### Wires at chosen ports, followed through buffers

Scale: 3 px per µm.
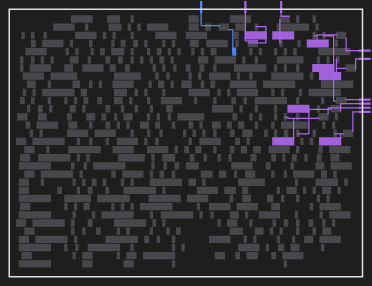
### Placement view

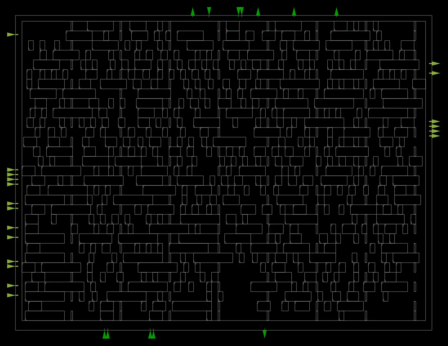
### Cell area per tile

Scale: 3 px per µm. 12 x 9 tiles, from dark blue (low) to red (high), 0 to 100% covered.
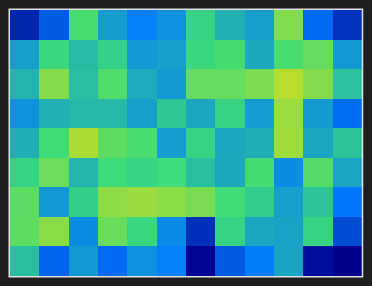
### Met1 routing

Scale: 4 px per µm. Supply wires on this layer in grey. Cells faint in the background.
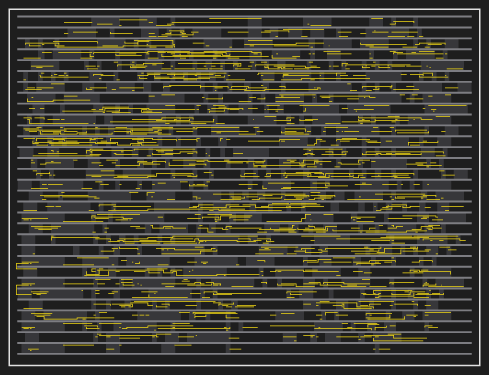
==> src/rtl/knight_pkg.sv <==
// Shared constants for the knight robot host link: baud default, ack byte,
// command opcodes/headings and the command FSM state type.
package knight_pkg;
   localparam int BAUD_DIV_DEF = 2604;
   localparam int BAUD_W       = 12;
   localparam int BIT_W        = 4;

   localparam logic [7:0]  ACK        = 8'hA5;
   localparam logic [15:0] CMD_CAL    = 16'h2000;
   localparam logic [3:0]  OP_MOVE    = 4'h4;
   localparam logic [3:0]  OP_FANFARE = 4'h5;
   localparam logic [7:0]  HEAD_NORTH = 8'h00;
   localparam logic [7:0]  HEAD_WEST  = 8'h3F;
   localparam logic [7:0]  HEAD_SOUTH = 8'h7F;
   localparam logic [7:0]  HEAD_EAST  = 8'hBF;

   typedef enum logic [1:0] {
      CMD_IDLE,
      CMD_HIGH,
      CMD_LOW
   } cmd_state_e;

   function automatic logic [15:0] move_cmd(input logic fanfare, input logic [7:0] heading,
                                            input logic [3:0] squares);
      return {(fanfare ? OP_FANFARE : OP_MOVE), heading, squares};
   endfunction
endpackage

==> src/rtl/remote_comm_uart.sv <==
// 8N1 UART with independent transmit and receive halves. The transmitter can
// be reloaded in the very cycle its stop bit ends, giving back-to-back frames.
module uart
   import knight_pkg::*;
#(
   parameter int BAUD_DIV = BAUD_DIV_DEF
) (
   input  logic       clk,
   input  logic       rst,
   input  logic       trmt,
   input  logic [7:0] tx_data,
   output logic       tx_done,
   output logic       TX,
   input  logic       RX,
   input  logic       clr_rdy,
   output logic       rdy,
   output logic [7:0] rx_data
);
   localparam logic [BAUD_W-1:0] BAUD_LAST = 12'(BAUD_DIV - 1);
   localparam logic [BAUD_W-1:0] BAUD_HALF = 12'(BAUD_DIV / 2 - 2);

   logic              tx_busy_q, tx_busy_d, tx_q, tx_d, tx_tick;
   logic [BAUD_W-1:0] tx_baud_q, tx_baud_d;
   logic [BIT_W-1:0]  tx_bit_q, tx_bit_d;
   logic [8:0]        tx_shift_q, tx_shift_d;

   logic              rx_s1_q, rx_s1_d, rx_s2_q, rx_s2_d, rx_prev_q, rx_prev_d;
   logic              rx_busy_q, rx_busy_d, rdy_q, rdy_d, rx_fall, rx_sample;
   logic [BAUD_W-1:0] rx_baud_q, rx_baud_d;
   logic [BIT_W-1:0]  rx_bit_q, rx_bit_d;
   logic [7:0]        rx_shift_q, rx_shift_d, rx_data_q, rx_data_d;

   assign tx_tick = tx_busy_q && (tx_baud_q == BAUD_LAST);
   assign tx_done = tx_tick && (tx_bit_q == 4'd9);
   assign TX      = tx_q;

   always_comb begin
      tx_busy_d  = tx_busy_q;
      tx_q_hold: begin end
      tx_d       = tx_q;
      tx_baud_d  = tx_busy_q ? tx_baud_q + 12'd1 : tx_baud_q;
      tx_bit_d   = tx_bit_q;
      tx_shift_d = tx_shift_q;
      if (tx_tick) begin
         tx_baud_d = '0;
         if (tx_done) begin
            tx_busy_d = 1'b0;
            tx_d      = 1'b1;
         end else begin
            tx_d       = tx_shift_q[0];
            tx_shift_d = {1'b1, tx_shift_q[8:1]};
            tx_bit_d   = tx_bit_q + 4'd1;
         end
      end
      // A load in the stop-bit's final cycle chains the next frame with no idle gap.
      if (trmt && (!tx_busy_q || tx_done)) begin
         tx_busy_d  = 1'b1;
         tx_d       = 1'b0;
         tx_baud_d  = '0;
         tx_bit_d   = '0;
         tx_shift_d = {1'b1, tx_data};
      end
   end

   assign rx_fall   = !rx_busy_q && rx_prev_q && !rx_s2_q;
   assign rx_sample = rx_busy_q &&
                      (rx_baud_q == ((rx_bit_q == 4'd0) ? BAUD_HALF : BAUD_LAST));
   assign rdy       = rdy_q;
   assign rx_data   = rx_data_q;

   always_comb begin
      rx_s1_d    = RX;
      rx_s2_d    = rx_s1_q;
      rx_prev_d  = rx_s2_q;
      rx_busy_d  = rx_busy_q;
      rx_baud_d  = rx_baud_q;
      rx_bit_d   = rx_bit_q;
      rx_shift_d = rx_shift_q;
      rx_data_d  = rx_data_q;
      rdy_d      = clr_rdy ? 1'b0 : rdy_q;
      if (rx_fall) begin
         rx_busy_d = 1'b1;
         rx_baud_d = '0;
         rx_bit_d  = '0;
         rdy_d     = 1'b0;
      end else if (rx_busy_q) begin
         rx_baud_d = rx_baud_q + 12'd1;
         if (rx_sample) begin
            rx_baud_d = '0;
            rx_bit_d  = rx_bit_q + 4'd1;
            if (rx_bit_q != 4'd0 && rx_bit_q != 4'd9)
               rx_shift_d = {rx_s2_q, rx_shift_q[7:1]};
            if (rx_bit_q == 4'd9) begin
               rx_busy_d = 1'b0;
               rx_data_d = rx_shift_q;
               rdy_d     = 1'b1;
            end
         end
      end
   end

   always_ff @(posedge clk) begin
      tx_shift_q <= tx_shift_d;
      rx_shift_q <= rx_shift_d;
      if (rst) begin
         tx_busy_q <= 1'b0;
         tx_q      <= 1'b1;
         tx_baud_q <= '0;
         tx_bit_q  <= '0;
         rx_s1_q   <= 1'b1;
         rx_s2_q   <= 1'b1;
         rx_prev_q <= 1'b1;
         rx_busy_q <= 1'b0;
         rx_baud_q <= '0;
         rx_bit_q  <= '0;
         rx_data_q <= 8'h00;
         rdy_q     <= 1'b0;
      end else begin
         tx_busy_q <= tx_busy_d;
         tx_q      <= tx_d;
         tx_baud_q <= tx_baud_d;
         tx_bit_q  <= tx_bit_d;
         rx_s1_q   <= rx_s1_d;
         rx_s2_q   <= rx_s2_d;
         rx_prev_q <= rx_prev_d;
         rx_busy_q <= rx_busy_d;
         rx_baud_q <= rx_baud_d;
         rx_bit_q  <= rx_bit_d;
         rx_data_q <= rx_data_d;
         rdy_q     <= rdy_d;
      end
   end
endmodule

==> src/rtl/remote_comm.sv <==
// Host-side command sender: serializes a 16-bit command as two UART bytes
// (high first) and reports the robot's response bytes.
module remote_comm
   import knight_pkg::*;
#(
   parameter int BAUD_DIV = BAUD_DIV_DEF
) (
   input  logic        clk,
   input  logic        rst,
   input  logic [15:0] cmd,
   input  logic        snd_cmd,
   output logic        cmd_snt,
   output logic        TX,
   input  logic        RX,
   output logic [7:0]  resp,
   output logic        resp_rdy
);
   cmd_state_e  state_q, state_d;
   logic [15:0] cmd_q, cmd_d;
   logic        start_q, start_d, cmd_snt_q, cmd_snt_d;
   logic        accept, trmt, tx_done;
   logic [7:0]  tx_data;

   assign accept  = (state_q == CMD_IDLE) && snd_cmd;
   // First byte launches from the registered start pulse; the second chains off tx_done.
   assign trmt    = start_q || ((state_q == CMD_HIGH) && tx_done);
   assign tx_data = start_q ? cmd_q[15:8] : cmd_q[7:0];
   assign cmd_snt = cmd_snt_q;

   always_comb begin
      state_d   = state_q;
      cmd_d     = cmd_q;
      start_d   = 1'b0;
      cmd_snt_d = cmd_snt_q;
      case (state_q)
         CMD_IDLE: if (snd_cmd) begin
            state_d   = CMD_HIGH;
            cmd_d     = cmd;
            start_d   = 1'b1;
            cmd_snt_d = 1'b0;
         end
         CMD_HIGH: if (tx_done) state_d = CMD_LOW;
         CMD_LOW: if (tx_done) begin
            state_d   = CMD_IDLE;
            cmd_snt_d = 1'b1;
         end
         default: state_d = CMD_IDLE;
      endcase
   end

   always_ff @(posedge clk) begin
      cmd_q <= cmd_d;
      if (rst) begin
         state_q   <= CMD_IDLE;
         start_q   <= 1'b0;
         cmd_snt_q <= 1'b0;
      end else begin
         state_q   <= state_d;
         start_q   <= start_d;
         cmd_snt_q <= cmd_snt_d;
      end
   end

   uart #(.BAUD_DIV(BAUD_DIV)) u_uart (
      .clk     (clk),
      .rst     (rst),
      .trmt    (trmt),
      .tx_data (tx_data),
      .tx_done (tx_done),
      .TX      (TX),
      .RX      (RX),
      .clr_rdy (accept),
      .rdy     (resp_rdy),
      .rx_data (resp)
   );
endmodule

==> config.mk <==
export PLATFORM = sky130hd
export DESIGN_NAME = remote_comm
export DESIGN_NICKNAME = d
export VERILOG_FILES = /design/src/rtl/knight_pkg.sv /design/src/rtl/remote_comm_uart.sv /design/src/rtl/remote_comm.sv
export SDC_FILE = /design/constraint.sdc
export NUM_CORES = 1
export LEC_CHECK = 0
export ABC_AREA = 1
export CELL_PAD_IN_SITES_DETAIL_PLACEMENT = 2
export CELL_PAD_IN_SITES_GLOBAL_PLACEMENT = 2
export CORE_ASPECT_RATIO = 0.75
export CORE_MARGIN = 1.5
export CORE_UTILIZATION = 38
export CTS_CLUSTER_SIZE = 24
export DETAILED_ROUTE_END_ITERATION = 10
export HOLD_SLACK_MARGIN = 0.05
export PLACE_DENSITY = 0.82
export REMOVE_ABC_BUFFERS = 1
export SYNTH_ARGS = -nofsm -noshare
export SYNTH_HDL_FRONTEND = slang
export SYNTH_SLANG_ARGS = --single-unit
==> constraint.sdc <==
create_clock -name clk -period 4.09 [get_ports clk]
set_clock_uncertainty 0.05 [all_clocks]
set_input_delay 0.818 -clock clk [delete_from_list [all_inputs] [get_ports clk]]
set_output_delay 0.818 -clock clk [all_outputs]
set_load 0.02 [all_outputs]
==> summary.txt <==
run results: Post-Layout Inst Area=0.00438 mm², Syn Area/Cell=8.47 µm², sequential fraction of the synthesis area=0.533, Post-DP Area=0.00412 mm², commonest cells in the netlist=nand2_1 (122), nor2_1 (68), inv_1 (52), dfxtp_1 (51), edfxtp_1 (32), clock latency on the worst-skew pair=0.34 ns, Reg clk slew, reported paths=0.06 ns, Max transition margin=0.216, WP data required=3.99 ns, Post-synth ARST share=0, Worst Tran Pin Value=1.17 ns, top cells by area=dfxtp_1 (27%), edfxtp_1 (26%), nand2_1 (12%), Max-area cell share=0.274, final hold vios=0, Cell Type Count=33, GRT Util Overall=0.199, Crit-path slowest cell=nor3_1, GPL Wtd Cong=0.757, fin. max-slew vios=0, Setup crit end=u_uart.rx_shift_q[0]$_DFFE_PP_, die area=0.0104 mm², max cap viols=0, CTS resizes=0, post-route minimum period=2.65 ns, Hold Path Class=flop to flop, total number of vias=2,943, critical path launch point type=flop, Hold Path End=u_uart.rx_prev_d$_SDFF_PP1_, crit-path max FO=8, reg2reg setup slack=1.44 ns, Max Fclk=377 MHz, EDFF count, synth=32, clk sinks=83, post-synth top area cell=dfxtp_1, Ys Warns=0, Inserted Diodes=0, vias per cell=4.82, Die W=117 µm, worst r2r path cells=9, pwr dens=393 mW/mm², Setup TNS=0 ns, critical path startpoint=u_uart.rx_bit_q[0]$_SDFFE_PP0P_, Hold Startpoint=u_uart.rx_s1_q$_SDFF_PP1_, Max VDD drop=0.000299 V, Critical R2R Capture=u_uart.rx_shift_q[0]$_DFFE_PP_, Total Power=1720 µW, Setup Buffers After CTS=0, CTS max path bufs=2, initial antenna violation count=0, crit end category=flop, cts hold-fix bufs=0, CP top delay family=simple AND/OR/NAND/NOR gates, unrepaired setup endpoints after global routing=no, Buf/Inv on CP=1, largest net degree at the start of global routing=19, DP Worst Slack=1.29 ns, max incr delay on CP=0.93 ns, Yosys reg bits=83, layout net count=500, Reg-to-Reg Start=u_uart.rx_bit_q[0]$_SDFFE_PP0P_, final setup violation count=0, Synth Flop Type=dfxtp_1, DP Wirelength=6740 µm, global-route wire length before repair=15,500 µm, most frequent cell after synthesis=nand2_1, Worst Path Arrival=2.55 ns, Yosys Instances=439, WS Path Type=flop to flop, vias in the first global route=3,131, Leakage=0.00172 µW, hold_ws=0.374 ns, CP Depth=9, Root Buffer=clkbuf_16, crit-path cells=inv_1 -> ha_1 -> nand2_1 -> nor2_1 -> nand2_1 -> nand2_1 -> nor2_2 -> nand2_1 -> nor3_1, number of CTS-inserted buffers=9, DR DRC count=0, outcome=complete, no violations, area growth from synthesis to layout=17.8%, Yosys chip area=0.00372 mm², cells after synthesis=439
-- 'Wires at chosen ports, followed through buffers' (at the start) --
- purple: `resp` (bits 8; direction output; edge 6 east, 2 north; end cells 8; buffers 8; wire 189 µm)
- blue: `snd_cmd` (bits 1; direction input; edge north; end cells 1; buffers 1; wire 20.1 µm)
port bufs: 30
io pins: 31

-- 'Placement view' (at the start) --
Cell Rows: 31
post-route non-filler standard cell count: 610
core footprint: 0.00958 mm²
filler cell count in the final layout: 1,063
Util after Layout: 0.457

-- 'Cell area per tile' (at the start) --
- emptiest ninth of the die: south-east
- nearly empty tiles: 1.9%
- mean over tiles: 41%
FP Core Util: 0.388

-- 'Met1 routing' (at the start) --
- wire length on this layer: 4,150 µm
- share of all routed wire: 45%
- nets with wire on the layer: 463
GR met1 Demand/Resource: 0.243
final wirelength: 9170 µm

## layout by cell type, fill, tap and decap left out, types with 4 or more instances in the layout
cell type / count
nand2_1: 122
nor2_1: 68
inv_1: 52
dfxtp_1: 51
edfxtp_1: 32
nand3_1: 30
clkdlybuf4s50_1: 30
xor2_1: 15
nor3_1: 10
nand4_1: 9
clkbuf_16: 9
ha_1: 7
a21oi_1: 5
o21ai_0: 4
## logic make-up after synthesis
group / synth area share
flip-flops: 0.533
XOR/XNOR: 0.0424
multiplexers: 0.00269
buffers and inverters: 0.0710
AND-OR/OR-AND: 0.0202
adder cells (fa/ha/maj): 0.0235
AND/OR/NAND/NOR: 0.307
## per-layer routing
metal  vias up  wire (µm)  GRT usage
met3        12        250     0.0575
li1       1458          -          -
met1      1441       4150      0.243
met4         0        127     0.0570
met5         -          0          0
met2        32       4640      0.343
## power by group
part | leakage [µW] | switching, µW | internal [µW]
clock | 0.000127 | 325 | 408
combinational | 0.000884 | 55.4 | 35.2
sequential | 0.000710 | 13.9 | 884
total | 0.00172 | 394 | 1330
## state kept, by name, indices dropped and copies added, names as in the netlist, 2 cells and up
signal	flops
u_uart.tx_baud_q	12
u_uart.rx_bit_q	4
u_uart.rx_baud_q	12
state_q	2
cmd_q	16
u_uart.tx_shift_q	8
u_uart.rx_data	8
u_uart.rx_shift_q	8
u_uart.tx_bit_q	4
## worst register-to-register path: stages (launching register included)
cell	delay, ns
dfxtp_1	0.38
inv_1	0.09
ha_1	0.21
nand2_1	0.07
nor2_1	0.05
nand2_1	0.07
nand2_1	0.09
nor2_2	0.16
nand2_1	0.17
nor3_1	0.93
## area by class of cell
type	instances	area [µm²]
fill	1063	5200
sequential	83	1980
multi-input combinational	296	1470
timing repair buffer	30	300
clock buffer	11	233
inverter	53	199
tap	132	165
clock inverter	5	30.0
No activity file was given, so power comes from the tool's default toggle rates.
